Fig. 1: placement view
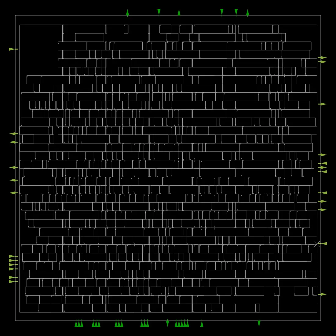
Fig. 2: routed metal, one color a layer
(4 px per µm) Two of the layers only.
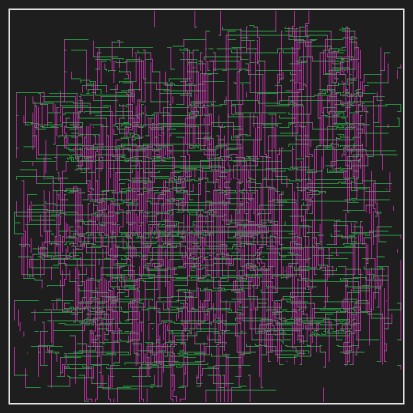
Fig. 3: M2 wires
(4 px per µm) Cells faint in the background.
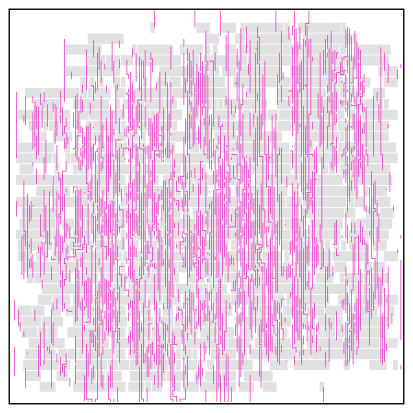
===== src/rtl/pluck_pkg.sv =====
// Shared types for the pluck detector: per-string FSM states and the queued event format.
// Defining PLUCK_TIMESTAMP_EN widens each event with a 16-bit coarse timestamp (EVT_W 8 -> 24).
package pluck_pkg;

  typedef enum logic [1:0] {
    ST_IDLE,
    ST_ARM_ON,
    ST_ON,
    ST_ARM_OFF
  } str_state_e;

`ifdef PLUCK_TIMESTAMP_EN
  typedef struct packed {
    logic [15:0] ts;
    logic        on;
    logic [3:0]  rsvd;
    logic [2:0]  str;
  } pluck_evt_t;
`else
  typedef struct packed {
    logic        on;
    logic [3:0]  rsvd;
    logic [2:0]  str;
  } pluck_evt_t;
`endif

  localparam int EVT_W = $bits(pluck_evt_t);

endpackage


===== src/rtl/pluck_event_fifo.sv =====
// Event FIFO: circular store feeding a registered head stage, so a pushed event
// becomes visible one cycle after the push. Pushes while full are dropped and latched in overflow.
module pluck_event_fifo #(
  parameter int DEPTH = 8,
  parameter int W     = 8
) (
  input  logic         clk,
  input  logic         rst_n,
  input  logic         push,
  input  logic [W-1:0] push_data,
  output logic         full,
  output logic         head_valid,
  output logic [W-1:0] head_data,
  input  logic         head_ready,
  output logic         overflow,
  input  logic         clear_overflow
);

  localparam int AW = $clog2(DEPTH);

  logic [W-1:0]  mem_q [DEPTH];
  logic [AW-1:0] wr_ptr_q, wr_ptr_d;
  logic [AW-1:0] rd_ptr_q, rd_ptr_d;
  logic [AW:0]   mem_cnt_q, mem_cnt_d;
  logic          head_vld_q, head_vld_d;
  logic [W-1:0]  head_q, head_d;
  logic          ovf_q, ovf_d;
  logic [AW:0]   occ;
  logic          mem_empty, pop, load, wr_en, drop;

  // Occupancy counts the head stage too, so "full" means DEPTH events held in total.
  always_comb begin
    occ        = mem_cnt_q + {{AW{1'b0}}, head_vld_q};
    full       = (occ == (AW+1)'(DEPTH));
    mem_empty  = (mem_cnt_q == '0);
    pop        = head_vld_q && head_ready;
    wr_en      = push && (!full || pop);
    drop       = push && full && !pop;
    load       = !mem_empty && (!head_vld_q || pop);
    wr_ptr_d   = wr_ptr_q + AW'(wr_en);
    rd_ptr_d   = rd_ptr_q + AW'(load);
    mem_cnt_d  = mem_cnt_q + (AW+1)'(wr_en) - (AW+1)'(load);
    head_vld_d = load || (head_vld_q && !pop);
    head_d     = load ? mem_q[rd_ptr_q] : head_q;
    ovf_d      = clear_overflow ? 1'b0 : (ovf_q || drop);
  end

  always_ff @(posedge clk or negedge rst_n) begin
    if (!rst_n) begin
      wr_ptr_q   <= '0;
      rd_ptr_q   <= '0;
      mem_cnt_q  <= '0;
      head_vld_q <= 1'b0;
      head_q     <= '0;
      ovf_q      <= 1'b0;
    end else begin
      wr_ptr_q   <= wr_ptr_d;
      rd_ptr_q   <= rd_ptr_d;
      mem_cnt_q  <= mem_cnt_d;
      head_vld_q <= head_vld_d;
      head_q     <= head_d;
      ovf_q      <= ovf_d;
    end
  end

  always_ff @(posedge clk) begin
    if (wr_en) mem_q[wr_ptr_q] <= push_data;
  end

  assign head_valid = head_vld_q;
  assign head_data  = head_q;
  assign overflow   = ovf_q;

endmodule


===== src/rtl/pluck_detector.sv =====
// pluck_detector: per-string hysteresis comparator and debouncer on strobed ADC samples, queuing note-on/off events.
// Define PLUCK_TIMESTAMP_EN to stamp each event with a cycle/256 counter in evt_data[23:8].
module pluck_detector
  import pluck_pkg::*;
#(
  parameter int  NUM_STRINGS = 8,
  parameter int  DEBOUNCE    = 3,
  parameter int  FIFO_DEPTH  = 8,
  localparam int SW          = (NUM_STRINGS > 1) ? $clog2(NUM_STRINGS) : 1
) (
  input  logic                   clk,
  input  logic                   reset,
  input  logic                   sample_valid,
  input  logic [SW-1:0]          sample_string,
  input  logic [7:0]             sample_value,
  input  logic [7:0]             thr_on,
  input  logic [7:0]             thr_off,
  output logic                   evt_valid,
  input  logic                   evt_ready,
  output logic [EVT_W-1:0]       evt_data,
  output logic [NUM_STRINGS-1:0] string_on,
  output logic                   overflow,
  input  logic                   clear_overflow
);

  localparam logic [3:0] DEB = 4'(DEBOUNCE);

  str_state_e             state_q [NUM_STRINGS];
  str_state_e             state_d [NUM_STRINGS];
  logic [3:0]             cnt_q   [NUM_STRINGS];
  logic [3:0]             cnt_d   [NUM_STRINGS];
  logic [NUM_STRINGS-1:0] string_on_q, string_on_d;
  logic [7:0]             eff_off;
  logic                   is_blocked, is_clear, hit, push, push_on;
  pluck_evt_t             push_evt;
  logic                   fifo_full;

`ifdef PLUCK_TIMESTAMP_EN
  logic [7:0]  div_q, div_d;
  logic [15:0] ts_q, ts_d;

  always_comb begin
    div_d = div_q + 8'd1;
    ts_d  = (div_q == 8'hFF) ? ts_q + 16'd1 : ts_q;
  end

  always_ff @(posedge clk or negedge reset) begin
    if (!reset) begin
      div_q <= '0;
      ts_q  <= '0;
    end else begin
      div_q <= div_d;
      ts_q  <= ts_d;
    end
  end
`endif

  // Clamping thr_off to thr_on keeps "blocked" and "clear" mutually exclusive.
  always_comb begin
    state_d     = state_q;
    cnt_d       = cnt_q;
    push        = 1'b0;
    push_on     = 1'b0;
    eff_off     = (thr_off > thr_on) ? thr_on : thr_off;
    is_blocked  = (sample_value >= thr_on);
    is_clear    = (sample_value < eff_off);
    hit         = sample_valid && (int'(sample_string) < NUM_STRINGS);
    for (int i = 0; i < NUM_STRINGS; i++) begin
      if (hit && int'(sample_string) == i) begin
        case (state_q[i])
          ST_IDLE, ST_ARM_ON: begin
            if (!is_blocked) begin
              state_d[i] = ST_IDLE;
              cnt_d[i]   = '0;
            end else if (cnt_q[i] + 4'd1 == DEB) begin
              state_d[i] = ST_ON;
              cnt_d[i]   = '0;
              push       = 1'b1;
              push_on    = 1'b1;
            end else begin
              state_d[i] = ST_ARM_ON;
              cnt_d[i]   = cnt_q[i] + 4'd1;
            end
          end
          ST_ON, ST_ARM_OFF: begin
            if (!is_clear) begin
              state_d[i] = ST_ON;
              cnt_d[i]   = '0;
            end else if (cnt_q[i] + 4'd1 == DEB) begin
              state_d[i] = ST_IDLE;
              cnt_d[i]   = '0;
              push       = 1'b1;
            end else begin
              state_d[i] = ST_ARM_OFF;
              cnt_d[i]   = cnt_q[i] + 4'd1;
            end
          end
        endcase
      end
    end
    for (int i = 0; i < NUM_STRINGS; i++) begin
      string_on_d[i] = (state_d[i] == ST_ON) || (state_d[i] == ST_ARM_OFF);
    end
    push_evt      = '0;
    push_evt.on   = push_on;
    push_evt.rsvd = '0;
    push_evt.str  = 3'(sample_string);
`ifdef PLUCK_TIMESTAMP_EN
    push_evt.ts   = ts_q;
`endif
  end

  always_ff @(posedge clk or negedge reset) begin
    if (!reset) begin
      for (int i = 0; i < NUM_STRINGS; i++) begin
        state_q[i] <= ST_IDLE;
        cnt_q[i]   <= '0;
      end
      string_on_q <= '0;
    end else begin
      state_q     <= state_d;
      cnt_q       <= cnt_d;
      string_on_q <= string_on_d;
    end
  end

  // A full FIFO drops the event, but the string state above has still moved.
  pluck_event_fifo #(
    .DEPTH (FIFO_DEPTH),
    .W     (EVT_W)
  ) u_fifo (
    .clk            (clk),
    .rst_n          (reset),
    .push           (push),
    .push_data      (push_evt),
    .full           (fifo_full),
    .head_valid     (evt_valid),
    .head_data      (evt_data),
    .head_ready     (evt_ready),
    .overflow       (overflow),
    .clear_overflow (clear_overflow)
  );

  assign string_on = string_on_q;

endmodule


===== config.mk =====
export PLATFORM = sky130hd
export DESIGN_NAME = pluck_detector
export DESIGN_NICKNAME = d
export VERILOG_FILES = /design/src/rtl/pluck_pkg.sv /design/src/rtl/pluck_event_fifo.sv /design/src/rtl/pluck_detector.sv
export SDC_FILE = /design/constraint.sdc
export NUM_CORES = 1
export LEC_CHECK = 0
export ABC_AREA = 1
export CAP_MARGIN = 20
export CORE_UTILIZATION = 58
export DETAILED_ROUTE_END_ITERATION = 8
export GPL_TIMING_DRIVEN = 1
export PLACE_DENSITY = 0.85
export SETUP_SLACK_MARGIN = 0.05
export SYNTH_ARGS = -nofsm -noshare
export SYNTH_HDL_FRONTEND = slang
export SYNTH_SLANG_ARGS = --single-unit

===== constraint.sdc =====
create_clock -name clk -period 2.95 [get_ports clk]
set_input_delay 0.295 -clock clk [delete_from_list [all_inputs] [get_ports clk]]
set_output_delay 0.295 -clock clk [all_outputs]
set_load 0.01 [all_outputs]

==> run_results.csv <==
group,metric,value,unit
power_and_ir_drop,power,4820,µW
finish,final_cell_area,7120,µm²
worst_setup_path,cp.depth,17,
finish,fin_cells,829,
run,warnings,38,
yosys,dominantRegCellSynth,"dfrtp_1",
power_and_ir_drop,ir_drop,573,µV
place,gp_congestion,0.884,
grt,grt_max_degree,48,
die,dieWidth,98.3,µm
yosys,synthArstFlopShare,66.7,%
place,pre_cts_ws,-1410,ps
yosys,topCellsByArea,"dfrtp_1, edfxtp_1, ha_1, inv_1, nand2_1",
worst_setup_path,arrival,3580,ps
finish,regArea,2560,µm²
grt,top_usage_layer,"met2",
clock_tree,cts_root_buf,"clkbuf_8",
yosys,ys_cells,587,
yosys,yosys.area.top_type,"dfrtp_1",
status,violations,"design-rule violations, negative setup slack",
finish,comb_area,2730,µm²
finish,comb_area_share,38.3,%
routing,initialDrtViolationCount,323,
worst_setup_path,cpMostUsedCell,"nand2_1",
finish,nFillCells,502,
worst_setup_path,path_delay_family,"adder cells",
routing,vias_per_cell,5.69,
yosys,edf_count,32,
worst_setup_path,crit_path_start,"sample_value[5]",
die,taps,108,
finish,largest_class,"multi-input combinational cells",
worst_setup_path,r2r_slack,-230,ps
yosys,top_cells_by_count,"inv_1, nand2_1, nor2_1, dfrtp_1, ha_1",
routing,drc,1,
final_timing,min_period_over_period,112,%
final_timing,rsz0062_at_grt,"yes",
grt,antenna_found_initial,0,
yosys,ys_sh_adder,12.2,%
final_timing,hold_slack,346,ps
status,status,"finished with violations",
clock_tree,h-tree-depth,3,
yosys,yosysTopAreaCellShare,29.8,%
yosys,ys_sh_simple,16.5,%
clock_tree,cts_made_buffers,9,
routing,ant_nets,0,
yosys,ys_ff,96,
final_timing,hold_viol,0,
power_and_ir_drop,leakage,0.00323,µW
worst_setup_path,critPathCapture,"u_fifo.mem_cnt_q[1]",
yosys,avgSynthCellArea,9.16,µm²
yosys,synthMuxAreaShare,1.12,%
final_timing,setup_violations,37,
worst_setup_path,critPathKind,"in -> reg",
routing,firstDrtPassIters,9,
grt,grt_pass1_wl,21.6,mm
die,ioPinCount,50,
final_timing,setup_ws,-354,ps
worst_setup_path,cp_num_buf_inv,4,
finish,diodes,0,
worst_setup_path,reg2reg_from,"cnt_q[13]",
final_timing,min_period,3300,ps
grt,grt-ovfl-total,0,
final_timing,slew_headroom,54.9,%
finish,nNetsFinal,800,
worst_setup_path,crit_fanout,5,
place,placed_cell_area,6620,µm²
worst_setup_path,cp-start-kind,"input pin",
final_timing,fin_tns_setup,-8940,ps
worst_setup_path,cp_cell_sequence,"clkdlybuf4s50_1 -> ha_1 -> nand2_1 -> nor2_1 -> nand4_1 -> nand3_2 -> buf_4 -> nand2_1 -> o22ai_1 -> nor2_1 -> nand2_1 -> nor2_2 -> a31oi_4 -> ha_2 -> inv_2 -> fa_2 -> inv_2",
worst_setup_path,required,3220,ps
place,dp_hpwl,9.36,mm
finish,nClkBuffers,9,
yosys,ys_types,45,
final_timing,fin_skew,9.63,ps
place,place_inst,800,
finish,seq_cells,96,
clock_tree,cts_tree,"done",
clock_tree,clockBufferDepth,2,
yosys,xor_share,3.58,%
yosys,yosys-stat-area,5380,µm²
yosys,synth_area,5380,µm²
finish,comb.multi_input.count,389,
Notes on Fig. 1 above:
# rows: 34
utilization after layout: 80.5%
flop share of the area: 36.0%

Notes on Fig. 2 above:
- M1: green (wire length 5070 µm)
- M2: magenta (wire length 7150 µm)
WL final: 13.4 mm
vias after detailed routing: 4718
Overall Global Routing Usage: 28.2%
Avg WL per Cell: 16.2 µm

Notes on Fig. 3 above:
- wire length on this layer: 7150 µm
- share of all routed wire: 53%
- main direction: vertical
met2 Use GR: 53.1%

==> cells in the final DEF, fill, tap and decap left out, types with 4 or more instances in the layout <==
cell type        netlist  routed
xnor2_1               10      10
nor3_1                 7       7
dfrtp_1               64      64
xor2_1                12      11
inv_6                  1       4
nand2_4                2       5
buf_4                  4      73
nand2_1               81      73
clkdlybuf4s50_1        0      28
ha_1                  51      40
ha_4                   0      10
nor2_1                70      56
edfxtp_1              32      32
nand2_2                3       8
a21oi_2                1       7
inv_8                  0       4
nor2_4                 0      10
nand3_1               32      29
inv_4                  0       4
nand4_1                4       4
nor2_2                 2       6
o221ai_1               4       4
clkbuf_8               0       9
inv_2                  1       4
o21ai_0               36      34
o31ai_1                5       5
mux2i_1                6       6
conb_1                 1       4
inv_1                 92      82
buf_6                  0      14
a21oi_1               27      21
o22ai_1               10      10
==> timing repair <==
action                     4_1_cts  5_1_grt
setup endpoints to repair       82       46
hold buffers                     0        1
pin swaps                       25       29
resized                         92       40
hold endpoints to repair         0       13
setup buffers                    7        5
==> where the power goes <==
group	leakage (µW)	switching, µW	internal (µW)	total, µW
Combinational	0.00206	1040	871	1910
Sequential	0.00107	354	1710	2060
Clock	0.0000989	515	335	850
==> sequential cells by signal, summed over array words and instances, names as in the netlist <==
signal             flops
u_fifo.rd_ptr_q        3
state_q                8
u_fifo.mem_q          32
u_fifo.mem_cnt_q       4
string_on              8
cnt_q                 32
u_fifo.overflow        1
u_fifo.head_valid      1
u_fifo.head_data       4
u_fifo.wr_ptr_q        3
==> per-layer routing <==
metal	part of all wire, %	vias up	wire, µm
met1	38	2277	5070
met4	3.7	0	499
li1	-	2199	-
met3	5.3	55	716
met5	0	-	0
met2	53	187	7150
Power and IR drop assume default switching activity.
